$ cat config.mk
export PLATFORM = sky130hd
export DESIGN_NAME = mem_access_stage
export DESIGN_NICKNAME = d
export VERILOG_FILES = /design/src/rtl/mem_access_stage.sv
export SDC_FILE = /design/constraint.sdc
export NUM_CORES = 1
export LEC_CHECK = 0
export ABC_AREA = 1
export CORE_ASPECT_RATIO = 1.25
export CORE_UTILIZATION = 46
export CTS_CLUSTER_DIAMETER = 80
export DETAILED_ROUTE_END_ITERATION = 16
export PLACE_DENSITY = 0.91
export SLEW_MARGIN = 30
export SYNTH_ARGS = -nofsm -noshare
export SYNTH_HDL_FRONTEND = slang
export SYNTH_SLANG_ARGS = --single-unit
$ cat constraint.sdc
create_clock -name clk -period 3.3 [get_ports clk]
set_input_delay 0.66 -clock clk [delete_from_list [all_inputs] [get_ports clk]]
set_output_delay 0.66 -clock clk [all_outputs]
set_load 0.005 [all_outputs]
$ cat src/rtl/mem_access_stage.sv
// mem_access_stage: SPARC memory stage. Loads/stores over a 64-bit dcache req/ack port; registered WB result. Build option: MEM_ALIGN_CHECK_EN.
// Latency: non-memory op 1 cycle; memory op 2+N cycles (N = REQ cycles before dc_ack).
// Backpressure: mem_ready drops while a cache access is outstanding; Execute holds its inputs stable meanwhile.
module mem_access_stage #(
  parameter int ADDR_W = 32,
  parameter int DATA_W = 64
) (
  input  logic              clk,
  input  logic              reset,
  input  logic [ADDR_W-1:0] MEM_alures_in,
  input  logic [DATA_W-1:0] MEM_valD_in,
  input  logic [1:0]        MEM_op_in,
  input  logic [2:0]        MEM_op2_in,
  input  logic [5:0]        MEM_op3_in,
  input  logic [4:0]        MEM_regD_in,
  input  logic              MEM_regWrite_in,
  input  logic              MEM_regWriteDouble_in,
  output logic              mem_ready,
  output logic              dc_req,
  output logic              dc_we,
  output logic [ADDR_W-1:0] dc_addr,
  output logic [DATA_W-1:0] dc_wdata,
  output logic [7:0]        dc_bmask,
  input  logic              dc_ack,
  input  logic [DATA_W-1:0] dc_rdata,
  output logic              WB_valid,
  output logic [4:0]        WB_regD,
  output logic [DATA_W-1:0] WB_data,
  output logic              WB_regWrite,
  output logic              WB_regWriteDouble,
  output logic              WB_trap
);

  typedef enum logic [1:0] {IDLE, REQ, DONE} state_t;
  state_t state;

  // Access size encoding: 0 byte, 1 half, 2 word, 3 doubleword
  logic       d_mem, d_load, d_signed;
  logic [1:0] d_size;
  logic [2:0] d_mask, d_off;
  logic       d_trap, d_bubble;
  logic [DATA_W-1:0] st_wdata;
  logic [7:0]        st_bmask;

  // Parameters of the access in flight, captured at acceptance
  logic [4:0] p_regD;
  logic       p_regWrite, p_load, p_signed;
  logic [1:0] p_size;
  logic [2:0] p_off;
  logic [DATA_W-1:0] rd_sh, ld_res;

  assign d_bubble = (MEM_op_in == 2'b00) && (MEM_op2_in == 3'b100) && (MEM_regD_in == 5'd0);

  // Decode op3 of a memory-format instruction into kind, size and signedness
  always_comb begin
    d_mem    = 1'b0;
    d_load   = 1'b0;
    d_signed = 1'b0;
    d_size   = 2'd2;
    if (MEM_op_in == 2'b11) begin
      case (MEM_op3_in)
        6'b000000: begin d_mem = 1'b1; d_load = 1'b1; d_size = 2'd2; end
        6'b000001: begin d_mem = 1'b1; d_load = 1'b1; d_size = 2'd0; end
        6'b000010: begin d_mem = 1'b1; d_load = 1'b1; d_size = 2'd1; end
        6'b000011: begin d_mem = 1'b1; d_load = 1'b1; d_size = 2'd3; end
        6'b001001: begin d_mem = 1'b1; d_load = 1'b1; d_signed = 1'b1; d_size = 2'd0; end
        6'b001010: begin d_mem = 1'b1; d_load = 1'b1; d_signed = 1'b1; d_size = 2'd1; end
        6'b000100: begin d_mem = 1'b1; d_size = 2'd2; end
        6'b000101: begin d_mem = 1'b1; d_size = 2'd0; end
        6'b000110: begin d_mem = 1'b1; d_size = 2'd1; end
        6'b000111: begin d_mem = 1'b1; d_size = 2'd3; end
        default:   d_mem = 1'b0;
      endcase
    end
  end

  // Keep only the offset bits meaningful for the access size (natural alignment)
  always_comb begin
    case (d_size)
      2'd0:    d_mask = 3'b111;
      2'd1:    d_mask = 3'b110;
      2'd2:    d_mask = 3'b100;
      default: d_mask = 3'b000;
    endcase
  end
  assign d_off = MEM_alures_in[2:0] & d_mask;

`ifdef MEM_ALIGN_CHECK_EN
  assign d_trap = d_mem && ((MEM_alures_in[2:0] & ~d_mask) != 3'b000);
`else
  // Misaligned low bits are simply dropped by d_off; no trap is ever raised
  assign d_trap = 1'b0;
`endif

  // Store lane steering: replicate the datum across the doubleword, enable only its bytes
  always_comb begin
    case (d_size)
      2'd0:    begin st_wdata = {8{MEM_valD_in[7:0]}};  st_bmask = 8'h80 >> d_off; end
      2'd1:    begin st_wdata = {4{MEM_valD_in[15:0]}}; st_bmask = 8'hC0 >> d_off; end
      2'd2:    begin st_wdata = {2{MEM_valD_in[31:0]}}; st_bmask = 8'hF0 >> d_off; end
      default: begin st_wdata = MEM_valD_in;            st_bmask = 8'hFF;          end
    endcase
  end

  // Load extraction: shift the addressed byte lane to the top, then take the datum's width
  assign rd_sh = dc_rdata << {p_off, 3'b000};
  always_comb begin
    case (p_size)
      2'd0:    ld_res = {32'd0, {24{p_signed & rd_sh[63]}}, rd_sh[63:56]};
      2'd1:    ld_res = {32'd0, {16{p_signed & rd_sh[63]}}, rd_sh[63:48]};
      2'd2:    ld_res = {32'd0, rd_sh[63:32]};
      default: ld_res = dc_rdata;
    endcase
  end

  // Stage FSM: accept in IDLE/DONE, hold in REQ until dc_ack, all outputs registered
  always_ff @(posedge clk) begin
    if (reset) begin
      state             <= IDLE;
      mem_ready         <= 1'b1;
      dc_req            <= 1'b0;
      dc_we             <= 1'b0;
      dc_addr           <= '0;
      dc_wdata          <= '0;
      dc_bmask          <= 8'h00;
      WB_valid          <= 1'b0;
      WB_regD           <= 5'd0;
      WB_data           <= '0;
      WB_regWrite       <= 1'b0;
      WB_regWriteDouble <= 1'b0;
      WB_trap           <= 1'b0;
      p_regD            <= 5'd0;
      p_regWrite        <= 1'b0;
      p_load            <= 1'b0;
      p_signed          <= 1'b0;
      p_size            <= 2'd0;
      p_off             <= 3'd0;
    end else begin
      case (state)
        REQ: begin
          if (dc_ack) begin
            state             <= DONE;
            mem_ready         <= 1'b1;
            dc_req            <= 1'b0;
            WB_valid          <= 1'b1;
            WB_regD           <= p_regD;
            WB_trap           <= 1'b0;
            WB_data           <= p_load ? ld_res : '0;
            WB_regWrite       <= p_load & p_regWrite;
            WB_regWriteDouble <= p_load & (p_size == 2'd3);
          end
        end
        default: begin
          WB_regD <= MEM_regD_in;
          WB_trap <= d_trap;
          if (d_mem && !d_trap) begin
            state             <= REQ;
            mem_ready         <= 1'b0;
            dc_req            <= 1'b1;
            dc_we             <= ~d_load;
            dc_addr           <= {MEM_alures_in[ADDR_W-1:3], 3'b000};
            dc_wdata          <= d_load ? '0 : st_wdata;
            dc_bmask          <= st_bmask;
            WB_valid          <= 1'b0;
            WB_data           <= '0;
            WB_regWrite       <= 1'b0;
            WB_regWriteDouble <= 1'b0;
            p_regD            <= MEM_regD_in;
            p_regWrite        <= MEM_regWrite_in;
            p_load            <= d_load;
            p_signed          <= d_signed;
            p_size            <= d_size;
            p_off             <= d_off;
          end else if (d_trap) begin
            state             <= IDLE;
            WB_valid          <= 1'b1;
            WB_data           <= '0;
            WB_regWrite       <= 1'b0;
            WB_regWriteDouble <= 1'b0;
          end else begin
            // Non-memory (including unknown op3 under op=11, which must not write)
            state             <= IDLE;
            WB_valid          <= ~d_bubble;
            WB_data           <= {32'd0, MEM_alures_in};
            WB_regWrite       <= MEM_regWrite_in & (MEM_op_in != 2'b11) & ~d_bubble;
            WB_regWriteDouble <= MEM_regWriteDouble_in & ~d_bubble;
          end
        end
      endcase
    end
  end

endmodule
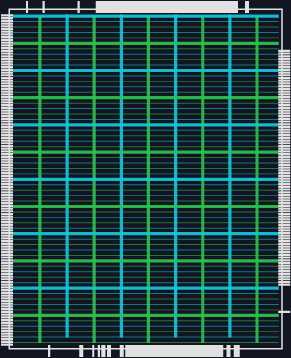
**Above:** floorplan with the power grid.
Scale: 2 px per micron. Pins as bars on the die edge.
legend:
  green:
    net: VSS
  cyan:
    net: VDD
signal pins: 361
met4 straps: 9
rows: 60
met1 rails: 61

==> impl_metrics.tcl <==
# metrics dict for downstream scripts
set metrics [dict create \
    synth_cell_types 38 \
    dr_wl_met2_microns 20300 \
    avgSynthCellArea_sq_um 6.31 \
    highest_layer "met4" \
    cp-start-kind "primary input" \
    crit_fanout 14 \
    final_hold_viol_count 0 \
    crit_family "buffers and inverters" \
    reg2reg_depth 8 \
    vias 12315 \
    grt_max_degree 64 \
    r2r_start "state[0]" \
    wl_microns 40900 \
    rrSetupSlack_ps 690 \
    layout_top_cell "nand2_1" \
    fin_crit_sh_pct 87.4 \
    drtIter0Drc 1268 \
    critical_path_class "in -> reg" \
    clock.fmax_mhz 347 \
    drc 0 \
    mux_area_share_pct 0 \
    final_cell_mix "nand2_1 (544), clkdlybuf4s50_1 (355), dfxtp_1 (190), o21ai_0 (174), a21oi_1 (158)" \
    rows 60 \
    fp.dieArea_sq_um 22900 \
    fp.dieW_microns 136 \
    initial_core_util_pct 47.3 \
    setup_violations 0 \
    drv_slew 0 \
    grt_busiest_layer "met2" \
    antenna_left 0 \
    cp.depth 12 \
    tns_ps 0 \
    logic_area_sq_um 5590 \
    first_pass_iters 6 \
    grt_use_total_pct 34.9 \
    min_path_cells 2 \
    cts_num_sinks 191 \
    crit_arrival_ps 3190 \
    grt_first_pass_wirelength_microns 61700 \
    clock_area_share_pct 4.12 \
    relSlewSlack_pct 41.7 \
    timing.rr.end "WB_data[14]" \
    rsz0062_at_grt "false" \
    pre_cts_slack_ps -6.76 \
    use_met1_pct 38.1 \
    areaGrowthSynthToFinish_pct 42.2 \
    cts_tree "yes" \
    cts_buffers 17 \
    port_buffers 356 \
    synthCells 1626 \
    nNonClkBuffers 392 \
    route.met3.wl_microns 3340 \
    cpMostUsedCell "nand2_1" \
    core_sq_um 21700 \
    fin_skew_ps 14.8 \
    ys_sh_adder_pct 0.732 \
    drive_above_1_share_pct 5.63 \
    cpMaxStageDelayCell "clkdlybuf4s50_1" \
    hp-start "dc_we" \
    synth.cellmix.xorXnorShare_pct 0 \
    vias_per_cell 5.56 \
    syn_area_sq_um 10300 \
    use_met3_pct 7.55 \
    drt-met1-wl_microns 14800 \
    overflow 0 \
    comb-cell-share_pct 38.3 \
    biggestRegsByFlops "WB_data x64, dc_wdata x64, dc_addr x29" \
    worstPathCellList "clkdlybuf4s50_1, inv_1, nor3_1, nand3_1, nand2_1, nand2_1, ha_1, buf_4, a221oi_1, nor2_2, o21ai_0, a21oi_1" \
    p_leak_nw 5.96 \
    n_antenna_cell 0 \
    clk_latency_ps 440 \
    hold_path_class "reg -> reg" \
    hold_ws_ps 461 \
    crit_path_end_kind "register" \
    worst_pin_slew_ps 874 \
    inverters 86 \
    setup.worst_path.start "MEM_op3_in[3]" \
    wl_per_cell_microns 18.4 \
    tap_cells 279 \
    final_cells 2216 \
    seq-cell-share_pct 26.2 \
    io_pins 361 \
    final_util_pct 67.2 \
    gp_congestion 1.03 \
    critPathBufInv 3 \
    grt_pass1_vias 11763 \
    post_dp_cell_area_sq_um 14000 \
    synth_seq_share_pct 37.3 \
    critical_path_required_ps 3600 \
    h-tree-depth 4 \
    crit_path_end "dc_wdata[16]" \
    peakVddDrop_mv 0.348 \
    simple_gate_area_share_pct 33.3 \
    dieHeight_microns 169 \
    fillers 1916 \
    place_hpwl_microns 30500 \
    nMultiInputCombCells 1236 \
    layout_min_cycle_time_ps 2880 \
    ctsHoldBuffers 0 \
    numSynthFlops 191 \
    post_cts_buffers 0 \
    setup_slack_ps 415 \
    dominant_cells "combinational gates" \
    synth_stat.cells 1626 \
    flop_area_sq_um 3820 \
    nClkBuffers 17 \
    grt_use_met2_pct 61.2 \
    antenna_found_initial 0 \
    flops 191 \
    total_power_w 0.00546 \
    ys_area_sq_um 10300 \
    ys_warn_count 0 \
    pwr_density_cell_nw_per_um2 374 \
    root_buffer "clkbuf_16" \
    cap_viol_max_count 0 \
    max_stage_delay_ps 530 \
    outcome "complete, no violations" \
    design_area_sq_um 14600 \
    tool_warnings 31 \
    min_to "dc_we" \
    path_clk_slew_ps 80 \
    place_inst 2184 \
    clk_path_buf_depth 2 \
    fin_nets 2111 \
    buffer_area_share_pct 26.7 \
    logic_family "simple AND/OR/NAND/NOR gates" \
    ctsResizeCount 0 \
    ys_sh_aoi_pct 20.3 \
]
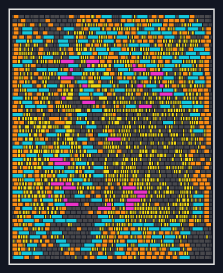
**Above:** cells colored by class.
Scale: 1.5 px per micron. Fill, decap, tap and diode cells in gray.
legend:
  orange:
    class: remaining buffers and delay cells
    cells: 392
    share_of_their_area: 27%
  magenta:
    class: clock drivers and dummy loads
    cells: 32
    share_of_their_area: 4.2%
  yellow:
    class: remaining logic cells
    cells: 1,322
    share_of_their_area: 42%
  cyan:
    class: registers
    cells: 191
    share_of_their_area: 27%

==> synth_stat cells, drive strengths merged <==
cell	n	share of area, %
a22oi	2	0.15
ha	6	0.73
or2	1	0.061
nand4	4	0.24
nor3	5	0.34
buf	52	2.9
a31oi	13	0.79
a221oi	15	1.3
inv	85	3.1
nor2	174	7.2
a21oi	158	7.7
o21ai	178	8.7
clkinv	1	0.037
nor4	1	0.061
o211ai	5	0.37
clkbuf	64	2.4
o21a	13	0.95
o31ai	2	0.15
conb	1	0.037
o22ai	1	0.061
a211oi	2	0.15
nand2	548	20
nand3	104	5.2
dfxtp	191	37
==> power breakdown <==
| part | internal, W | switching, W | total (W) |
|---|---|---|---|
| clock | 0.00108 | 0.00105 | 0.00213 |
| combinational | 0.000442 | 0.000475 | 0.000917 |
| sequential | 0.00237 | 0.0000411 | 0.00241 |
No activity file was given, so power comes from the tool's default toggle rates.
